==> config.mk <==
export PLATFORM = sky130hd
export DESIGN_NAME = alu_sequencer
export DESIGN_NICKNAME = d
export VERILOG_FILES = /design/src/rtl/alu_sequencer.sv
export SDC_FILE = /design/constraint.sdc
export NUM_CORES = 1
export LEC_CHECK = 0
export ABC_AREA = 1
export CAP_MARGIN = 20
export CORE_MARGIN = 1
export CORE_UTILIZATION = 40
export DETAILED_ROUTE_END_ITERATION = 7
export GPL_TIMING_DRIVEN = 0
export HOLD_SLACK_MARGIN = 0.15
export PLACE_DENSITY = 0.76
export SYNTH_ARGS = -nofsm -noshare
export SYNTH_HDL_FRONTEND = slang
export SYNTH_SLANG_ARGS = --single-unit
==> constraint.sdc <==
create_clock -name clk -period 1.4 [get_ports clk]
set_input_delay 0.21 -clock clk [delete_from_list [all_inputs] [get_ports clk]]
set_output_delay 0.21 -clock clk [all_outputs]
set_load 0.05 [all_outputs]
placed.png
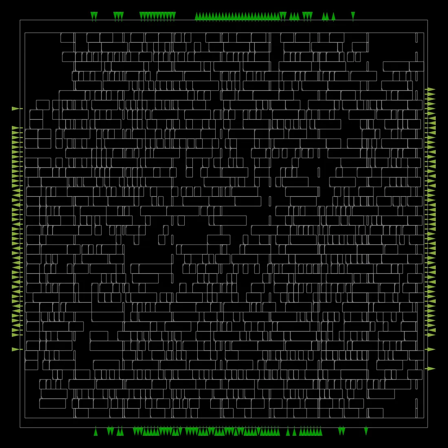
Rows: 40
Fillers: 1128

layers.png
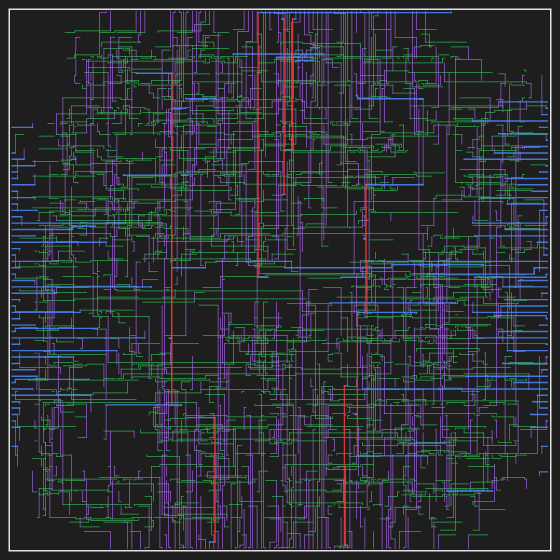
Key: M3 = blue [wire length 1060 microns]; M1 = green [wire length 6240 microns]; M4 = red [wire length 311 microns]; M2 = purple [wire length 6990 microns]
vias post-DR: 5141
WL/cell: 13.1 microns
overall global routing resource usage: 22.6%
final wirelength: 14600 microns

m1.png
Supply wires on this layer in gray.
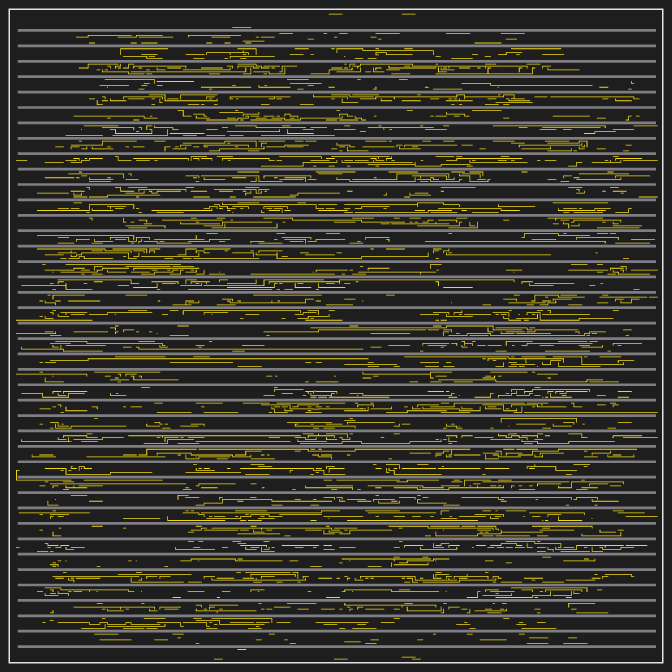
The wires run mostly horizontal. The layer holds 43% of the routed length. The longest straight run is 49.5 microns. The layer carries 6240 microns of wire.
grt met1 use: 26.9%

route_heat.png
The die is cut into 23 by 23 equal tiles; black is low, pale yellow is high, scaled to the fullest tile. Values are wire area over tile area, all layers added.
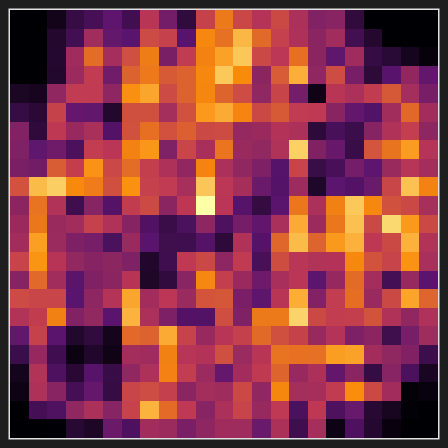
The fullest tile reaches 0.43. 4.7% of the tiles are nearly empty. The mean over all tiles is 0.18. 36% of the tiles are over half the peak.

==> notes.md <==
fresh numbers from the pnr run: DR WL met2 6990 microns, Dominant comb cell simple AND/OR/NAND/NOR gates, post-synthesis adder-cell area fraction 0%, Post-Synth XOR/XNOR Area 0.171%, Achievable Freq 732 MHz, Mapped Cells 700, EDFF count, synth 0, # hold bufs at CTS 0, Synth Cell Area 5120 sq um, count of cell types in the netlist 21, final period utilization 97.6%, largest power group registers, Place WS -0.202 ns, post-route setup slack 0.0335 ns, CTS root buf clkbuf_16, CP delay by family, top buffers and inverters, Area after DPL 7450 sq um, first-pass GRT wire length 22800 microns, syn nets 814, via count of the first global-routing pass 4710, sinks on the clock net 134, Initial DRT Pass Iterations 4, HP Class input pin to flop, Worst-path clk slew 0.05 ns, clock group power 3930 uW, Plain + repair buffers 262, unrepaired setup endpoints after global routing yes, Syn Area/Cell 7.31 sq um, Cell Chain, Critical Path clkdlybuf4s18_2, pin count of the biggest net entering global routing 17, cell count listed in synth_stat.txt 700, Design Area, Final 8040 sq um, crit path max-delay cell type clkdlybuf4s18_2, routability congestion estimate 0.775, Setup Viol. Count Final 0, post-route setup TNS 0 ns, worst endpoint data arrival time 1.16 ns, Setup crit end kind output pin, sequential share of cell area 33.4%, inverters 27, top cells, area dfxtp_1 52%, nand2_1 13%, nor2_1 9.6%, CLK BUF 27, top sig layer met4, dominant logic cell types in the final layout 183 x nand2_1, 134 x dfxtp_1, 131 x nor2_1, Worst Hold Depth 5, P_seq 4890 uW, Non-Filler Instances 1111, Latency at later pin 0.41 ns, YS chip area 5120 sq um, Core Area 12300 sq um, switch share 37.2%, total CTS buffers 17, fraction of cell area in non-clock buffers 30.1%, GR Util met3 6.43%, antenna cells 0, global route overflow 0, Log Warnings 27, Slew Limit Fails 0, area fraction in mux cells 0%, PortBufs 212, most used logic cell in the final layout nand2_1, Flops 134, area leader, netlist dfxtp_1, initial antenna violation count 0, top cells by count 184 x nand2_1, 134 x dfxtp_1, 131 x nor2_1, H-tree Lvls 4, MI comb cells 489, CP Class flop to output pin, synthesis-to-finish area growth 57.0%, Iter 0 DRT Violations 381, WL met1 6240 microns, via/cell ratio 4.63, post-layout util 65.6%, CTS resizes 320, top cell category sequential cells, total power per unit cell area 1690 nW/um^2, Comb/total area 26.1%, crit-path max FO 3, Fin Hold WS 0.214 ns, switching power 5060 uW, Critical Path Stages 1, area share, top type 52.4%, Power Total 13600 uW, Clock Power Share 28.9%, max incr delay on CP 0.39 ns, Final Hold Viols 0, VDD IR-drop max 855 uV, count leader, synth nand2_1, cell-internal power 8540 uW, Leak 0.00318 uW, worst-margin pin slew 0.556 ns, dominant register cell dfxtp_1, Final min period 1.37 ns, floorplan utilization 41.8%, clock skew 0.00507 ns, flops out of synthesis 134, share of layout cells above drive strength 1 18.2%, DR DRC count 0, Buf/Inv on CP 1, met2 Usage GRT 38.1%, Clock Path Buffers 2, Comb. pwr 4790 uW, Max Cap Viol 0, Synth warnings 0, status complete, no violations, crit path launch type flop, Final ANT Viol Nets 0, placed cells 1080, register-to-register setup slack 0.08 ns, I/O pin count 215, Setup Buffers After CTS 0, chip area 13300 sq um, Post-DP HPWL 11000 microns, CP required 1.19 ns, gr busiest metal met2, Post-Synth AOI/OAI Area 14.6%, Reg power frac 35.9%, Comb pwr share 35.2%, die width 115 microns, Layout clock area frac 6.51%, area of the multi-input gates 2100 sq um, layout net count 1045, register area 2680 sq um, Seq share, synth 52.4%, CTS tree done, Die Y 115 microns, yosys simple share 25.9%, tap cells 168, met3 wire len 1060 microns, Slew HR 62.9%, R2R depth 5
Power figures rest on the tool's default switching activity, not on a simulated workload.
